--- config.mk ---
export PLATFORM = sky130hd
export DESIGN_NAME = seq_pattern_tx_flat
export DESIGN_NICKNAME = d
export VERILOG_FILES = /design/src/rtl/seq_pattern_tx_if.sv /design/src/rtl/seq_pattern_tx.sv /design/src/flat_wrapper.sv
export SDC_FILE = /design/constraint.sdc
export NUM_CORES = 1
export LEC_CHECK = 0
export CORE_MARGIN = 2
export CORE_UTILIZATION = 24
export CTS_CLUSTER_DIAMETER = 80
export DETAILED_ROUTE_END_ITERATION = 12
export SLEW_MARGIN = 20
export SYNTH_ARGS = -nofsm -noshare
export SYNTH_HDL_FRONTEND = slang
export SYNTH_SLANG_ARGS = --single-unit
--- constraint.sdc ---
create_clock -name clk -period 4.5 [get_ports clk]
set_input_delay 0.9 -clock clk [delete_from_list [all_inputs] [get_ports clk]]
set_output_delay 0.9 -clock clk [all_outputs]
set_load 0.005 [all_outputs]
--- src/rtl/seq_pattern_tx_if.sv ---
// Parallel-load / serial-out handshake bundle between a pattern source and seq_pattern_tx.
interface seq_pattern_tx_if #(
    parameter int WIDTH = 8,
    parameter int LEN_W = 4
);
    logic             start;
    logic [WIDTH-1:0] pattern_in;
    logic [LEN_W-1:0] len_in;
    logic             x_out;
    logic             busy;
    logic             bit_strobe;
    logic             done;

    modport master (
        output start, pattern_in, len_in,
        input  x_out, busy, bit_strobe, done
    );

    modport slave (
        input  start, pattern_in, len_in,
        output x_out, busy, bit_strobe, done
    );
endinterface

--- src/rtl/seq_pattern_tx.sv ---
// Serial bit-pattern transmitter: shifts pattern_in[L-1:0] out MSB-first, DIV clocks per bit.
// Define SEQ_TX_PARITY_EN to append one even-parity bit after the data bits.
module seq_pattern_tx #(
    parameter int WIDTH = 8,
    parameter int LEN_W = 4,
    parameter int DIV   = 1
) (
    input logic             clk,
    input logic             reset,
    seq_pattern_tx_if.slave bus
);
    localparam int DIV_W = (DIV > 1) ? $clog2(DIV) : 1;

    typedef enum logic [1:0] {IDLE, SHIFT, DONE} state_t;

    state_t           state, state_n;
    logic [WIDTH-1:0] shreg, shreg_n;
    logic [LEN_W-1:0] bit_cnt, bit_cnt_n;
    logic [DIV_W-1:0] div_cnt, div_cnt_n;
    logic             x_q, x_n;
    logic             busy_q, busy_n;
    logic             strobe_q, strobe_n;
    logic             done_q, done_n;
    logic [LEN_W-1:0] len_eff;
    logic [WIDTH-1:0] aligned;
`ifdef SEQ_TX_PARITY_EN
    logic             par, par_n;
    logic [WIDTH-1:0] mask;
`endif

    // Clamp the length and left-justify the selected bits so the MSB always leaves from the top.
    always_comb begin
        len_eff = (bus.len_in > LEN_W'(WIDTH)) ? LEN_W'(WIDTH) : bus.len_in;
        aligned = bus.pattern_in << (LEN_W'(WIDTH) - len_eff);
`ifdef SEQ_TX_PARITY_EN
        mask    = (WIDTH'(1) << len_eff) - WIDTH'(1);
`endif
    end

    always_comb begin
        state_n   = state;
        shreg_n   = shreg;
        bit_cnt_n = bit_cnt;
        div_cnt_n = div_cnt;
        x_n       = 1'b0;
        busy_n    = 1'b0;
        strobe_n  = 1'b0;
        done_n    = 1'b0;
`ifdef SEQ_TX_PARITY_EN
        par_n     = par;
`endif
        unique case (state)
            IDLE: begin
                if (bus.start && (len_eff != '0)) begin
                    state_n   = SHIFT;
                    shreg_n   = aligned;
                    x_n       = aligned[WIDTH-1];
                    busy_n    = 1'b1;
                    strobe_n  = 1'b1;
                    div_cnt_n = '0;
`ifdef SEQ_TX_PARITY_EN
                    // bit_cnt counts bits still to follow, parity bit included
                    bit_cnt_n = len_eff;
                    par_n     = ^(bus.pattern_in & mask);
`else
                    bit_cnt_n = len_eff - LEN_W'(1);
`endif
                end
            end
            SHIFT: begin
                busy_n = 1'b1;
                x_n    = x_q;
                if (div_cnt == DIV_W'(DIV - 1)) begin
                    div_cnt_n = '0;
                    if (bit_cnt == '0) begin
                        state_n = DONE;
                        busy_n  = 1'b0;
                        x_n     = 1'b0;
                        done_n  = 1'b1;
                        shreg_n = '0;
                    end else begin
                        bit_cnt_n = bit_cnt - LEN_W'(1);
                        shreg_n   = shreg << 1;
                        x_n       = shreg_n[WIDTH-1];
                        strobe_n  = 1'b1;
`ifdef SEQ_TX_PARITY_EN
                        if (bit_cnt == LEN_W'(1)) begin
                            x_n = par;
                        end
`endif
                    end
                end else begin
                    div_cnt_n = div_cnt + DIV_W'(1);
                end
            end
            DONE: begin
                state_n   = IDLE;
                bit_cnt_n = '0;
                div_cnt_n = '0;
`ifdef SEQ_TX_PARITY_EN
                par_n     = 1'b0;
`endif
            end
            default: state_n = IDLE;
        endcase
    end

    always_ff @(posedge clk or negedge reset) begin
        if (!reset) begin
            state    <= IDLE;
            shreg    <= '0;
            bit_cnt  <= '0;
            div_cnt  <= '0;
            x_q      <= 1'b0;
            busy_q   <= 1'b0;
            strobe_q <= 1'b0;
            done_q   <= 1'b0;
`ifdef SEQ_TX_PARITY_EN
            par      <= 1'b0;
`endif
        end else begin
            state    <= state_n;
            shreg    <= shreg_n;
            bit_cnt  <= bit_cnt_n;
            div_cnt  <= div_cnt_n;
            x_q      <= x_n;
            busy_q   <= busy_n;
            strobe_q <= strobe_n;
            done_q   <= done_n;
`ifdef SEQ_TX_PARITY_EN
            par      <= par_n;
`endif
        end
    end

    assign bus.x_out      = x_q;
    assign bus.busy       = busy_q;
    assign bus.bit_strobe = strobe_q;
    assign bus.done       = done_q;
endmodule
--- src/flat_wrapper.sv ---
// flat-port wrapper written by rule: the top's interface ports become plain ports
module seq_pattern_tx_flat 
#(
    parameter int WIDTH = 8,
    parameter int LEN_W = 4,
    parameter int DIV   = 1
)
  (clk, reset, bus_start, bus_pattern_in, bus_len_in, bus_x_out, bus_busy, bus_bit_strobe, bus_done);
  seq_pattern_tx_if #(.WIDTH(WIDTH), .LEN_W(LEN_W)) bus_i ();
  input logic clk;
  input logic reset;
  input wire logic [$bits(bus_i.start)-1:0] bus_start;
  input wire logic [$bits(bus_i.pattern_in)-1:0] bus_pattern_in;
  input wire logic [$bits(bus_i.len_in)-1:0] bus_len_in;
  output wire logic [$bits(bus_i.x_out)-1:0] bus_x_out;
  output wire logic [$bits(bus_i.busy)-1:0] bus_busy;
  output wire logic [$bits(bus_i.bit_strobe)-1:0] bus_bit_strobe;
  output wire logic [$bits(bus_i.done)-1:0] bus_done;
  assign bus_i.start = bus_start;
  assign bus_i.pattern_in = bus_pattern_in;
  assign bus_i.len_in = bus_len_in;
  assign bus_x_out = bus_i.x_out;
  assign bus_busy = bus_i.busy;
  assign bus_bit_strobe = bus_i.bit_strobe;
  assign bus_done = bus_i.done;
  seq_pattern_tx #(.WIDTH(WIDTH), .LEN_W(LEN_W), .DIV(DIV)) u_core (.clk(clk), .reset(reset), .bus(bus_i));
endmodule
==> qor.yml <==
final_nets: 155
end_kind: "flop"
maxPowerGroup: "combinational cells"
flop_area_um2: 400.4
synthAdderAreaFrac_pct: 2.193
final_cells: 190
htreeDepth: 1
holdWs_ps: 484.5
placed_cells: 187
portBuffers: 18
areaGrowthSynthToFinish_pct: 20.94
intPower_mw: 0.4257
ys_warn_count: 0
hold_depth: 2
insertedDiodeCount: 0
synth_area_um2: 1141
yosys.area.top_type: "dfrtp_1"
initCoreUtil_pct: 24.48
rsz0062_at_grt: "false"
top_layer: "met4"
place.gp.congestion: 0.7991
postCtsSetupBuffers: 0
synth_top_area_share_pct: 35.09
ys.flop_type: "dfrtp_1"
cts_root_buf: "clkbuf_8"
tightest_slew_ps: 688.6
dpl_worst_slack_ps: 840.3
power_density_nw_per_um2: 508.1
postRouteAntennaNets: 0
hold_viol_final: 0
post-route-period-util_pct: 75.10
tns_ps: 0
final_max_slew_viol_count: 0
pwr-share-seq_pct: 34.8
route.detailed.drc: 0
ys_seq_elements: 16
status: "finished, final reports clean"
fmax_ghz: 0.2959
switching_share_pct: 39.28
r2r-end: "u_core.bit_cnt[2]$_DFFE_PN0P_"
top_logic_kind: "AND-OR/OR-AND gates"
crit_path_cell_trace: "clkdlybuf4s50_1, and2b_1, inv_2, ha_1, or3b_4, a21oi_1, or2_1, a22oi_1, o21ai_0"
pg_comb_mw: 0.355
p_seq_mw: 0.244
simple_gate_area_share_pct: 18.86
die_w_um: 72.96
hpwl_um: 1890
xor_area_share_pct: 2.193
report.final.setup_viol: 0
r2r_cells: 6
p_comb_share_pct: 50.6
cts_resized: 0
rr_startpoint: "u_core.state[1]$_DFFE_PN0P_"
slew_headroom_pct: 53.95
ir_drop_mv: 0.1360
syn_inst: 122
comb_area_um2: 679.4
io_pins: 19
drt-met1-wl_um: 1201
required_ps: 4660
clk_path_buf_depth: 2
path_buffers: 2
async_reset_ff_share_pct: 100.0
overflow: 0
wirelength_um: 2338
grt_pass1_vias: 869
insertion_delay_ps: 240
yosys.area_share.aoi_pct: 23.14
syn_area_per_cell_um2: 9.353
clkPwrFrac_pct: 14.7
switchingPower_mw: 0.2755
fin_crit_ps: 3380
synth.area.mux_share_pct: 13.16
edf_count: 0
hold_path.class: "reg -> reg"
p_leak_nw: 0.5658
cts_tree: "yes"
viasPerCell: 4.916
skew_ps: 3.985
min_to: "u_core.shreg[1]$_DFFE_PN0P_"
cts_buffers: 3
fp_nets: 139
fp.dieH_um: 72.96
criticalPathCategory: "in -> reg"
drive_gt1_share_pct: 10.29
critPathMaxStageDelay_ps: 710
top_cells_by_area: "dfrtp_1 35%, mux2i_1 7.9%, nand2_1 5.6%"
common_cells: "17 x nand2_1, 16 x dfrtp_1, 10 x o21ai_0"
grt_first_pass_wirelength_um: 4029
total_power_mw: 0.7012
cts_sinks: 16
seq_area_frac_synth_pct: 35.09
num-fill-cells: 469
crit_path_max_fanout: 11
core_um2: 4661
crit_arrival_ps: 3540
std_cell_rows: 25
cap_viol_max_count: 0
r2r_setup_slack_ps: 2650
wl_met2_um: 1015
grt_max_degree: 17
warnings: 26
powerClk_mw: 0.103
yosys_cells: 122
ys_area_um2: 1141
clk_pin_slew_ps: 60
setup_ws_ps: 1120
synth.distinct_cells: 44
slowest_stage: "clkdlybuf4s50_1"
==> stage by stage <==
stage               util, %  instance area [um^2]
detailed placement    28.72                  1339
CTS                   29.61                  1380
global placement      28.72                  1339
finish                29.61                  1380
floorplan                 -                  1141
global route          29.61                  1380
==> routing by layer <==
metal	up-vias	track usage (%)
li1	476	-
met1	434	14.18
met2	20	13.54
met3	4	1.243
met4	0	4.938
met5	-	0
==> worst max-delay path by stage <==
stage	start	to	cells after the start
6_report	bus_len_in[3]	u_core.shreg[5]$_DFFE_PN0P_	9
2_1_floorplan	bus_len_in[3]	u_core.bit_cnt[1]$_DFFE_PN0P_	9
3_3_place_gp	bus_len_in[3]	u_core.shreg[2]$_DFFE_PN0P_	8
3_5_place_dp	bus_len_in[3]	u_core.shreg[5]$_DFFE_PN0P_	9
4_1_cts	bus_len_in[3]	u_core.shreg[5]$_DFFE_PN0P_	9
5_1_grt	bus_len_in[3]	u_core.shreg[6]$_DFFE_PN0P_	9
==> state kept, by name (all words and copies together), names as in the netlist <==
signal,flops
u_core.bit_cnt,4
u_core.bus.x_out,1
u_core.bus.done,1
u_core.shreg,7
u_core.state,2
u_core.bus.busy,1
==> cell type report <==
cell class	instances	share of cell area [%]
multi-input cells	96	49.23
repair buffers	18	13.06
inverters	3	0.8160
clock buffers	3	2.992
well taps	54	4.896
flip-flops and latches	16	29.01
==> cell usage in the layout, fill, tap and decap left out, types with 3 or more instances in the layout <==
cell	n
nor2_1	5
o21ai_0	10
nand3_1	3
nand2b_1	3
nand2_1	17
clkdlybuf4s50_1	18
dfrtp_1	16
a21oi_1	8
nor3_1	3
clkbuf_8	3
mux2i_1	9
a22oi_1	6
final_congestion.png
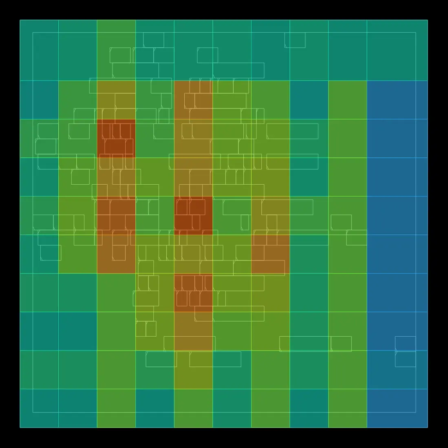
GRT Overall Usage: 9.587%
GR Layer Usage met1: 14.18%
DR WL/cell: 12.31 um
post-route core utilization: 29.61%
met2 usage: 13.54%

gate_families.png
Scale: 8 px per um.
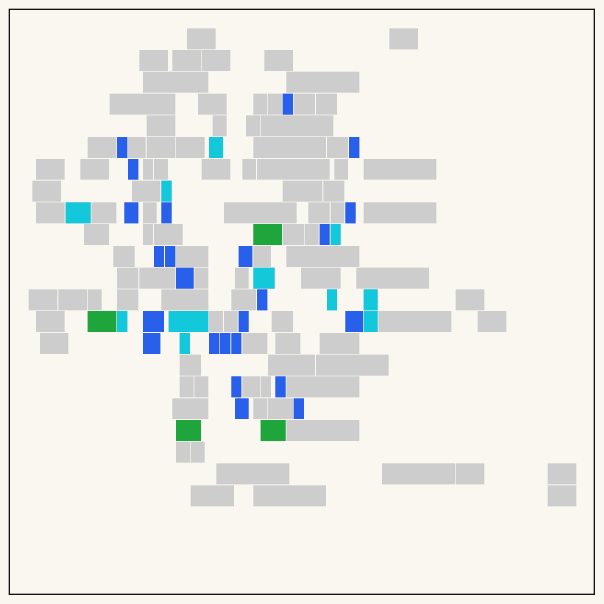
- AND-OR and OR-AND gates: green (cells 4)
- NOR gates: cyan (cells 11)
- NAND gates: blue (cells 24)

Power and IR drop assume default switching activity.
